$ cat config.mk
export PLATFORM = sky130hd
export DESIGN_NAME = multicycle_control
export DESIGN_NICKNAME = d
export VERILOG_FILES = /design/src/rtl/mcctrl_pkg.sv /design/src/rtl/multicycle_control_alu_decoder.sv /design/src/rtl/multicycle_control.sv
export SDC_FILE = /design/constraint.sdc
export NUM_CORES = 1
export LEC_CHECK = 0
export CORE_AREA = 2 2 39 41
export DETAILED_ROUTE_END_ITERATION = 8
export DIE_AREA = 0 0 41 43
export DONT_BUFFER_PORTS = 1
export PLACE_DENSITY_LB_ADDON = 0.2
export SLEW_MARGIN = 30
export SYNTH_ARGS = -nofsm -noshare
export SYNTH_HDL_FRONTEND = slang
export SYNTH_SLANG_ARGS = --single-unit
$ cat constraint.sdc
create_clock -name clk -period 3.8 [get_ports clk]
set_input_delay 1.14 -clock clk [delete_from_list [all_inputs] [get_ports clk]]
set_output_delay 1.14 -clock clk [all_outputs]
set_load 0.05 [all_outputs]
$ cat src/rtl/mcctrl_pkg.sv
// Shared encodings for the multicycle RISC-V control unit: FSM states,
// opcodes, datapath mux selects, ALU operation codes and the ALUOp type.
package mcctrl_pkg;

   typedef enum logic [3:0] {
      S_FETCH,
      S_DECODE,
      S_MEMADR,
      S_MEMREAD,
      S_MEMWB,
      S_MEMWRITE,
      S_EXECUTER,
      S_EXECUTEI,
      S_ALUWB,
      S_BEQ,
      S_JAL,
      S_HALT
   } state_t;

   localparam logic [6:0] OP_LW    = 7'b0000011;
   localparam logic [6:0] OP_SW    = 7'b0100011;
   localparam logic [6:0] OP_RTYPE = 7'b0110011;
   localparam logic [6:0] OP_ITYPE = 7'b0010011;
   localparam logic [6:0] OP_BEQ   = 7'b1100011;
   localparam logic [6:0] OP_JAL   = 7'b1101111;

   localparam logic [2:0] ALU_ADD = 3'b000;
   localparam logic [2:0] ALU_SUB = 3'b001;
   localparam logic [2:0] ALU_AND = 3'b010;
   localparam logic [2:0] ALU_OR  = 3'b011;
   localparam logic [2:0] ALU_SLT = 3'b101;

   localparam logic [1:0] RES_ALUOUT    = 2'b00;
   localparam logic [1:0] RES_DATA      = 2'b01;
   localparam logic [1:0] RES_ALURESULT = 2'b10;

   localparam logic [1:0] SRCA_PC    = 2'b00;
   localparam logic [1:0] SRCA_OLDPC = 2'b01;
   localparam logic [1:0] SRCA_RS1   = 2'b10;

   localparam logic [1:0] SRCB_RS2  = 2'b00;
   localparam logic [1:0] SRCB_IMM  = 2'b01;
   localparam logic [1:0] SRCB_FOUR = 2'b10;

   localparam logic [1:0] IMM_I = 2'b00;
   localparam logic [1:0] IMM_S = 2'b01;
   localparam logic [1:0] IMM_B = 2'b10;
   localparam logic [1:0] IMM_J = 2'b11;

   typedef enum logic [1:0] {
      ALUOP_ADD   = 2'b00,
      ALUOP_SUB   = 2'b01,
      ALUOP_FUNCT = 2'b10
   } alu_op_t;

endpackage

$ cat src/rtl/multicycle_control_alu_decoder.sv
// Combinational ALU-control decode: maps ALUOp plus the instruction's
// funct3 / op[5] / funct7b5 fields onto the datapath ALU operation code.
module alu_decoder
   import mcctrl_pkg::*;
(
   input  alu_op_t     alu_op_i,
   input  logic [2:0]  funct3_i,
   input  logic        op5_i,
   input  logic        funct7b5_i,
   output logic [2:0]  alu_control_o
);

   always_comb begin
      alu_control_o = ALU_ADD;
      case (alu_op_i)
         ALUOP_SUB: alu_control_o = ALU_SUB;
         ALUOP_FUNCT: begin
            case (funct3_i)
               // Only R-type (op[5] set) may subtract; addi ignores bit 30
               3'b000:  alu_control_o = (op5_i & funct7b5_i) ? ALU_SUB : ALU_ADD;
               3'b010:  alu_control_o = ALU_SLT;
               3'b110:  alu_control_o = ALU_OR;
               3'b111:  alu_control_o = ALU_AND;
               default: alu_control_o = ALU_ADD;
            endcase
         end
         default: alu_control_o = ALU_ADD;
      endcase
   end

endmodule

$ cat src/rtl/multicycle_control.sv
// Moore control FSM for a multicycle RISC-V datapath (lw/sw/R/I/beq/jal).
// Define MCCTRL_ILLEGAL_TRAP_EN to trap unknown opcodes in a sticky HALT state.
module multicycle_control
   import mcctrl_pkg::*;
(
   input  logic       clk,
   input  logic       rst_n,
   input  logic [6:0] op,
   input  logic [2:0] funct3,
   input  logic       funct7b5,
   input  logic       Zero,
   output logic       PCWrite,
   output logic       AdrSrc,
   output logic       MemWrite,
   output logic       IRWrite,
   output logic       RegWrite,
   output logic [1:0] ResultSrc,
   output logic [1:0] ALUSrcA,
   output logic [1:0] ALUSrcB,
   output logic [1:0] ImmSrc,
   output logic [2:0] ALUControl,
   output logic       Illegal
);

   state_t  state_q, state_d;
   alu_op_t alu_op;
   logic    pc_update;
   logic    branch;

   always_ff @(posedge clk or negedge rst_n) begin
      if (!rst_n) state_q <= S_FETCH;
      else        state_q <= state_d;
   end

   always_comb begin
      state_d   = state_q;
      IRWrite   = 1'b0;
      AdrSrc    = 1'b0;
      MemWrite  = 1'b0;
      RegWrite  = 1'b0;
      ResultSrc = RES_ALUOUT;
      ALUSrcA   = SRCA_PC;
      ALUSrcB   = SRCB_RS2;
      alu_op    = ALUOP_ADD;
      pc_update = 1'b0;
      branch    = 1'b0;
      case (state_q)
         S_FETCH: begin
            IRWrite   = 1'b1;
            ALUSrcB   = SRCB_FOUR;
            ResultSrc = RES_ALURESULT;
            pc_update = 1'b1;
            state_d   = S_DECODE;
         end
         S_DECODE: begin
            ALUSrcA = SRCA_OLDPC;
            ALUSrcB = SRCB_IMM;
            case (op)
               OP_LW, OP_SW: state_d = S_MEMADR;
               OP_RTYPE:     state_d = S_EXECUTER;
               OP_ITYPE:     state_d = S_EXECUTEI;
               OP_BEQ:       state_d = S_BEQ;
               OP_JAL:       state_d = S_JAL;
`ifdef MCCTRL_ILLEGAL_TRAP_EN
               default:      state_d = S_HALT;
`else
               default:      state_d = S_FETCH;
`endif
            endcase
         end
         S_MEMADR: begin
            ALUSrcA = SRCA_RS1;
            ALUSrcB = SRCB_IMM;
            state_d = (op == OP_SW) ? S_MEMWRITE : S_MEMREAD;
         end
         S_MEMREAD: begin
            AdrSrc  = 1'b1;
            state_d = S_MEMWB;
         end
         S_MEMWB: begin
            ResultSrc = RES_DATA;
            RegWrite  = 1'b1;
            state_d   = S_FETCH;
         end
         S_MEMWRITE: begin
            AdrSrc   = 1'b1;
            MemWrite = 1'b1;
            state_d  = S_FETCH;
         end
         S_EXECUTER: begin
            ALUSrcA = SRCA_RS1;
            alu_op  = ALUOP_FUNCT;
            state_d = S_ALUWB;
         end
         S_EXECUTEI: begin
            ALUSrcA = SRCA_RS1;
            ALUSrcB = SRCB_IMM;
            alu_op  = ALUOP_FUNCT;
            state_d = S_ALUWB;
         end
         S_ALUWB: begin
            RegWrite = 1'b1;
            state_d  = S_FETCH;
         end
         S_BEQ: begin
            ALUSrcA = SRCA_RS1;
            alu_op  = ALUOP_SUB;
            branch  = 1'b1;
            state_d = S_FETCH;
         end
         S_JAL: begin
            ALUSrcA   = SRCA_OLDPC;
            ALUSrcB   = SRCB_FOUR;
            pc_update = 1'b1;
            state_d   = S_ALUWB;
         end
`ifdef MCCTRL_ILLEGAL_TRAP_EN
         S_HALT:  state_d = S_HALT;
`endif
         default: state_d = S_FETCH;
      endcase
   end

   // Branch outcome is resolved in the same cycle the ALU compares rs1/rs2
   assign PCWrite = pc_update | (branch & Zero);

   always_comb begin
      case (op)
         OP_SW:   ImmSrc = IMM_S;
         OP_BEQ:  ImmSrc = IMM_B;
         OP_JAL:  ImmSrc = IMM_J;
         default: ImmSrc = IMM_I;
      endcase
   end

   alu_decoder u_alu_decoder (
      .alu_op_i      (alu_op),
      .funct3_i      (funct3),
      .op5_i         (op[5]),
      .funct7b5_i    (funct7b5),
      .alu_control_o (ALUControl)
   );

`ifdef MCCTRL_ILLEGAL_TRAP_EN
   logic illegal_q, illegal_d;

   assign illegal_d = illegal_q | (state_d == S_HALT);

   always_ff @(posedge clk or negedge rst_n) begin
      if (!rst_n) illegal_q <= 1'b0;
      else        illegal_q <= illegal_d;
   end

   assign Illegal = illegal_q;
`else
   assign Illegal = 1'b0;
`endif

endmodule

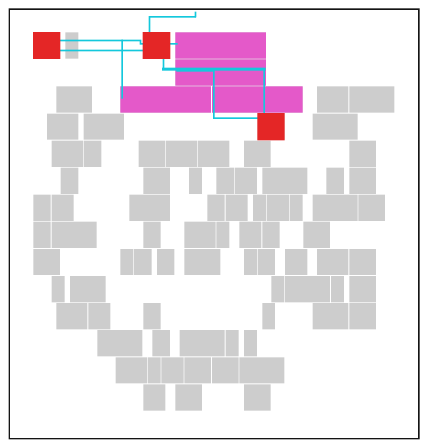
*Clock distribution, run 1*
flip-flops: marked magenta, count 4. clock wires: marked cyan, length 71.2 um. clock-net drivers: marked red, count 3.
There are 4 routed clock nets.
Clock Skews: 0.000414 ns
Clock Power Share: 12.1%
Insertion Delay late pin: 0.23 ns
Clock net power: 52.3 uW

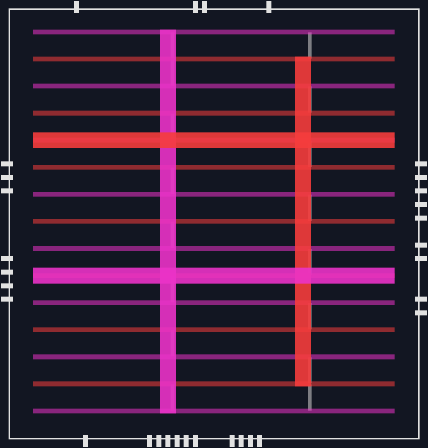
*Power grid, run 1*
Pins as bars on the die edge. Tap cells in grey.
VDD: marked red. VSS: marked magenta.
16 tap cells. 2 straps on met4. 15 met1 rails follow the rows.
Max VDD drop: 0.305 mV
Die Span X: 41 um
vertical die size: 43 um

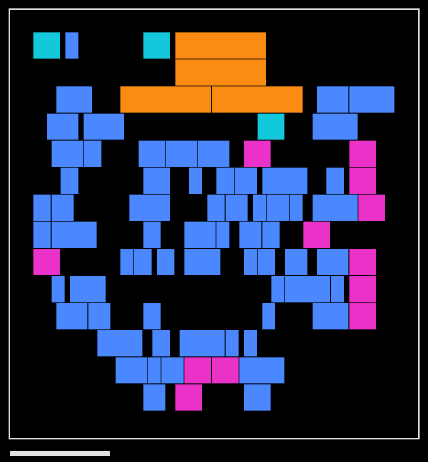
*Placement by cell class, run 1*
Bar = 10 um.
clock-net drivers: marked cyan, cells 3, share of their area 3.4%. remaining buffers and delay cells: marked magenta, cells 12, share of their area 13%. registers: marked orange, cells 4, share of their area 15%. remaining logic cells: marked blue, cells 64, share of their area 68%.

==> notes.org, run 1 <==
#+TITLE: Synthesis and PnR summary

** Synthesis
- FA/HA/MAJ Cells, Area Fraction :: 4.51%
- Dominant flop cell :: dfrtp_1
- Post-synth top cells :: nor2_1, nand3_1
- For reference, XOR and XNOR gates occupy under 10% of the area reported after synthesis.
- Combinational family with the most area after synthesis :: simple AND/OR/NAND/NOR gates
- Yosys Chip Area :: 554 um2
- The synthesized netlist occupies a cell area of between 500 and 600 um2.
- Most frequent cell after synthesis :: nor2_1
- After Yosys synthesis, and, or, nand and nor cells account for 38.8% of the synthesized area.
- Cell taking the most area after synthesis :: dfrtp_1

** Global routing
- Gr ovfl total :: 0

** Timing
- Setup repair after global routing left no endpoint under its margin.
- The transition time recorded at the tightest slew-check pin is 0.897 ns.

** Worst setup path
- STA classifies the critical path startpoint as a register.
- Type of element capturing the critical path :: primary output
- Max fanout on the critical path was recorded as 16.

** CTS
- TritonCTS clock tree :: yes
- Per the TritonCTS log, the buffer count is 3.

** Cells and area
- In the final layout, the share of cells above drive strength 1 is 32.5%.
- ANT cells :: 0
- Final-stage net count :: around 100
- The area growth from synthesis to layout is 24.2%.
- Most used logic cell in the final layout :: buf_4
- Fillcell total :: approximately 130
- Register with the highest flop count :: state_q
- Non-clock buffer count :: 12
- Non-clock inverter count in the final layout :: 5

** Detailed routing
- Detailed routing inserted a total of between 500 and 600 vias.
- DRC violations left :: 0

** Power and ir drop
- Leak pwr :: 0.279 nW
- The flow reported a cell area power density of 630 nW/um2.

** Hold path
- Worst Hold Class :: in -> async

** Status
- Outcome :: finished clean

** Floorplanning
- Core Util at FP :: approximately 40%
- According to the floorplan report, the placeable core area is about 1400 um2.
## run 1: worst paths after layout
kind	from	endpoint	slack, ns	depth (start not counted)
max	state_q[0]$_DFF_PN0_	ALUControl[0]	0.53	8
min	rst_n	state_q[2]$_DFF_PN0_	0.60	0
max reg2reg	state_q[0]$_DFF_PN0_	state_q[3]$_DFF_PN0_	2.49	3
min reg2reg	state_q[1]$_DFF_PN0_	state_q[3]$_DFF_PN0_	0.69	1
max in group asynchronous	rst_n	state_q[3]$_DFF_PN0_	3.13	0
min in group clk	state_q[1]$_DFF_PN0_	state_q[3]$_DFF_PN0_	0.69	1
## run 1: power breakdown
group	leakage [nW]	switching, mW	internal [mW]
Sequential	0.0534	0.0327	0.0499
Combinational	0.212	0.204	0.0945
Clock	0.0138	0.0170	0.0353
Total	0.279	0.254	0.180
==> run 2, diff against run 1 <==
SLEW_MARGIN = 20   (was 30)
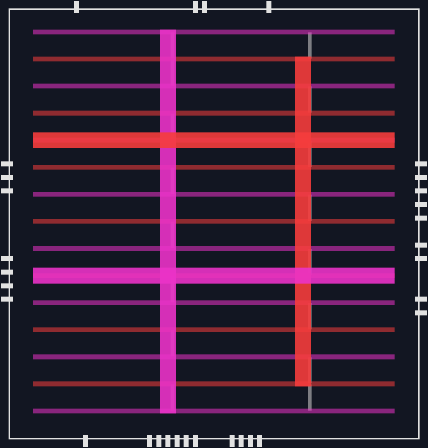
*Power grid, run 2*
Pins as bars on the die edge. Tap cells in grey.
VSS: marked magenta. VDD: marked red.
The core has 14 rows. 31 signal pins sit on the boundary. 16 tap cells.
core area: 1380 um2

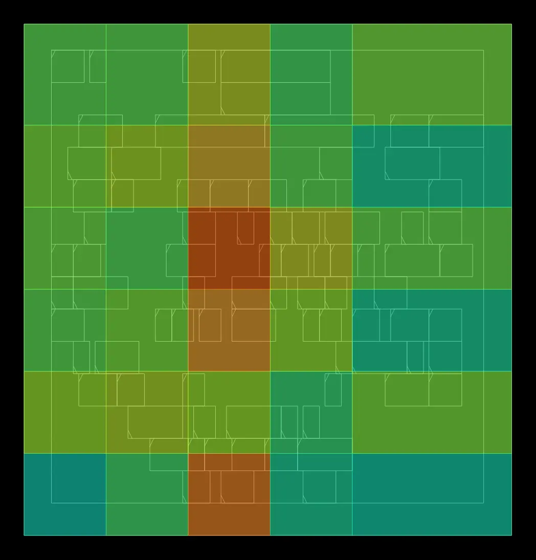
*Congestion heat map, run 2*
Most Crowded Layer GR: met2
post-layout util: 49.7%
met1 layer usage reported by global route: 23.2%
Routed wire per std cell: 12.5 um
met2 Usage GRT: 23.4%

==> notes.org, run 2 <==
#+TITLE: Synthesis and PnR summary

** Cells and area
- ANT cells :: 0
- For this run, the post-layout net count is 101.
- Per the layout report, the design carries 12 non-clock buffers.
- The layout has approximately 130 filler cells.
- Register with the highest flop count :: state_q
- In the final layout, the share of cells above drive strength 1 is around a third.
- Growth of design area from synthesis to finish :: 24.2%

** Power and ir drop
- Per report_power, the top consumer among the power groups is combinational logic.
- Sw power :: 254 uW
- The power report attributes to the clock group a share of between 10% and 20%.
- Leak pwr :: roughly 0.28 nW
- Power Sequential :: around 83 uW
- The worst-case IR drop observed on VDD is between 0.3 and 0.4 mV.
- The clock network consumes a total of approximately 52 uW.
- Registers are responsible for about a fifth of the overall power.
- Combinational cells account for 68.9% of the total power.
- Internal power summed over all cells :: ~180 uW

** Synthesis
- Total standard cell area after synthesis :: ~550 um2
- Yosys Chip Area :: about 550 um2
- Post-synth top cells :: nor2_1, nand3_1
- Dominant flop cell :: dfrtp_1
- Per the synthesis report, the simple-gate share of the synthesized area is 38.8%.
- Most frequent cell after synthesis :: nor2_1
- Combinational family with the most area after synthesis :: simple AND/OR/NAND/NOR gates

** CTS
- CTS added clock buffers totalling 3.
- TritonCTS built the clock tree.

** Timing
- Unrepaired setup endpoints after global routing :: no
- At the pin with the least slew margin, the transition time is 0.897 ns.
- On the final layout, the worst clock skew is 0.000414 ns.

** Status
- Outcome :: finished clean

** Detailed routing
- Detailed-route via count :: roughly 560

** Worst setup path
- Crit path max fanout :: 16
- Type of element capturing the critical path :: primary output
- Kind of start point of the critical path :: register

** Floorplanning
- The floorplan step set the die height to 43 um.
- Per the OpenROAD floorplan log, the width of the die is approximately 41 um.

** Global routing
- The global route stage reports its total congestion overflow as 0.
## run 2: cell counts after synthesis
Identical to the previous run, type by type.
## run 2: worst paths after layout
kind / start / endpoint / cells after the start / slack (ns)
setup / recovery: state_q[0]$_DFF_PN0_ / ALUControl[0] / 8 / 0.53
hold / removal: rst_n / state_q[2]$_DFF_PN0_ / 0 / 0.60
setup reg to reg: state_q[0]$_DFF_PN0_ / state_q[3]$_DFF_PN0_ / 3 / 2.49
hold reg to reg: state_q[1]$_DFF_PN0_ / state_q[3]$_DFF_PN0_ / 1 / 0.69
max in group asynchronous: rst_n / state_q[3]$_DFF_PN0_ / 0 / 3.13
min in group clk: state_q[1]$_DFF_PN0_ / state_q[3]$_DFF_PN0_ / 1 / 0.69
### M2 wires, run 2

Bar = 10 um.
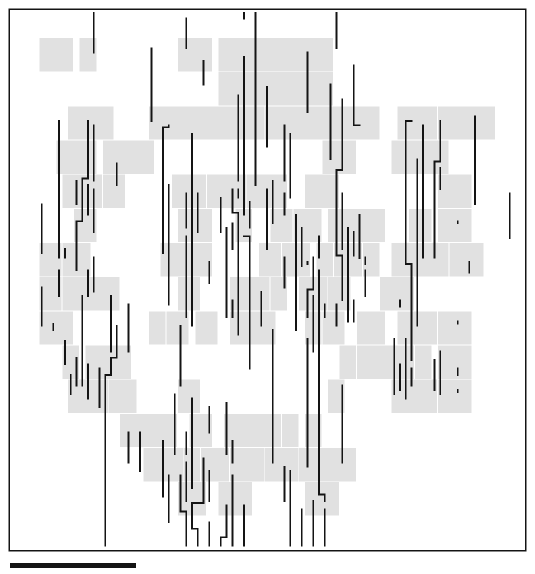

==> run 3, diff against run 2 <==
--- a/constraint.sdc
+++ b/constraint.sdc
@@ -3,2 +3,2 @@
 set_output_delay 1.14 -clock clk [all_outputs]
-set_load 0.05 [all_outputs]
+set_load 0.005 [all_outputs]
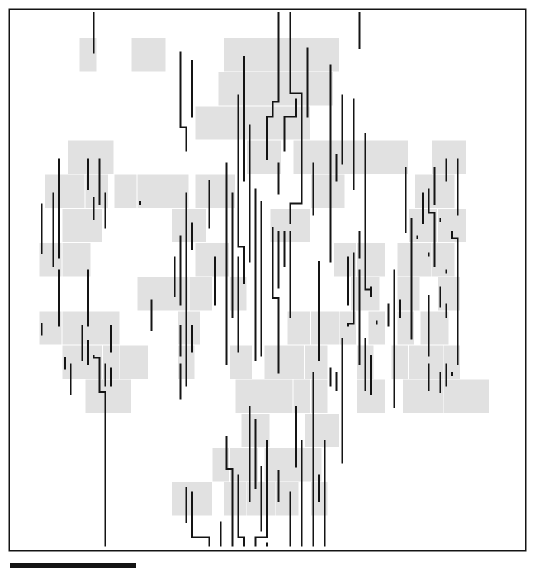
*M2 wires, run 3*
Bar = 10 um.
72 nets have wire on it. The layer carries 556 um of wire. The longest straight run is 16.0 um. The layer holds 47% of the routed length. The wires run mostly vertical.
detailed-route wire length: 1.18 mm
met2 Usage GRT: 21.9%

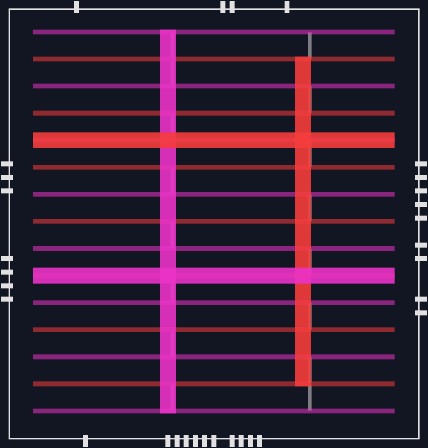
*Power grid, run 3*
Pins as bars on the die edge. Tap cells in grey.
VDD: marked red. VSS: marked magenta.
31 signal pins sit on the boundary. 15 met1 rails follow the rows. 16 tap cells. 2 straps on met4.
Max VDD drop: 0.206 mV

==> notes.org, run 3 <==
#+TITLE: Synthesis and PnR summary

** Synthesis
- Dominant flop cell :: dfrtp_1
- Total standard cell area after synthesis :: 554 um2
- The synthesized netlist has a Yosys-reported chip area of ~550 um2.
- After Yosys synthesis, and, or, nand and nor cells account for between 30% and 40% of the synthesized area.
- The cell type that accounts for the most area after synthesis is dfrtp_1.
- The commonest cells after synthesis are nor2_1, nand3_1.
- The cell-mix breakdown from Yosys lists the XOR/XNOR area share as between 6 and 7%.

** Power and ir drop
- Sw frac :: 42.1%
- In this run, the combinational gates consume between 40% and 50% of the power.
- For the sequential group, total power comes out at 81.4 uW.
- The combinational power reported by the tool is 89.8 uW.
- Dividing total power by cell area gives a power density of 398 nW/um2.
- The flow reports that the clock network draws between 20 and 25% of the design power.
- Internal power summed over all cells :: ~130 uW
- Largest power group :: combinational logic
- The switching component of the power was reported as about 94 uW.
- Looking at the power breakdown, sequential logic takes about 37% of the total.
- For the clock group, total power comes out at 51.3 uW.

** Global routing
- Met1 layer usage reported by global route :: approximately a fifth
- The total overflow left after global routing is 0.
- Most Crowded Layer GR :: met2

** Cells and area
- The filler cells instantiated in the layout total ~160.
- The final antenna diode tally reported by the flow is 0.
- Final-stage net count :: 89
- The flow measured a signed area growth from synthesis to layout of 0.903%.
- Cells with a size suffix above 1 make up 11.3% of the layout.
- Per the cell usage report, the commonest logic cell in the layout is nor2_1.

** CTS
- TritonCTS built the clock tree.
- The skew report gives the latency at the later pin of the worst-skew pair as roughly 0.23 ns.
- In this run the number of H-tree levels came out at 1.
- Number of buffers created by CTS :: 3

** Detailed routing
- Summing over every cut layer, the via total after detailed routing is slightly above 500.
- Routed wire per std cell :: about 14 um
- The DRC violation total left in the routed layout is recorded as 0.

** Hold path
- Worst Hold Class :: in -> async

** Worst setup path
- The capture point of the worst register-to-register path is recorded as state_q[2]$_DFF_PN0_.
- Across all register-to-register paths, the minimum setup slack is 2.44 ns.
- The worst setup path is captured at a primary output.
- The most critical setup path has its endpoint at ALUControl[0].
- Kind of start point of the critical path :: register
- Crit path max fanout :: 15
- STA shows the worst reg2reg path with a cell count of 3.
- The startpoint identified for the worst register-to-register timing path is state_q[1]$_DFF_PN0_.

** Floorplanning
- Per the OpenROAD floorplan log, the width of the die is approximately 40 um.
- Core area :: between 1000 and 1500 um2
- Core Util at FP :: 40.1%

** Status
- The run finished with clean final reports.

** Timing
- Between clock sinks in the finished design, the worst skew comes to 0.00326 ns.
- Measured slew at the worst slew-check pin :: 0.526 ns
- Unrepaired setup endpoints after global routing :: no
==> run 3: worst max-delay path: stages, from the launching register on <==
cell	delay, ns
dfrtp_1	0.56
nand2b_1	0.27
nor2_1	0.21
inv_1	0.09
ha_1	0.23
nor2b_1	0.13
o21ai_0	0.06
a21oi_1	0.10
==> run 3: final cells by class <==
type | instances | area (um2) | area share [%]
clock buffer | 3 | 22.5 | 4.03
inverter | 5 | 18.8 | 3.36
multi-input combinational | 59 | 398 | 71.1
sequential | 4 | 100 | 17.9
tap | 16 | 20.0 | 3.58
==> run 3: cell families (layout without fill, tap and decap cells) <==
logic type | count (synthesis) | after routing
simple gates | 36 | 36
compound gates | 15 | 15
buf+inv | 11 | 8
xor+xnor | 4 | 4
flops | 4 | 4
fa+ha+maj | 2 | 2
other cells | 1 | 1
mux | 1 | 1
Power and IR drop assume default switching activity.
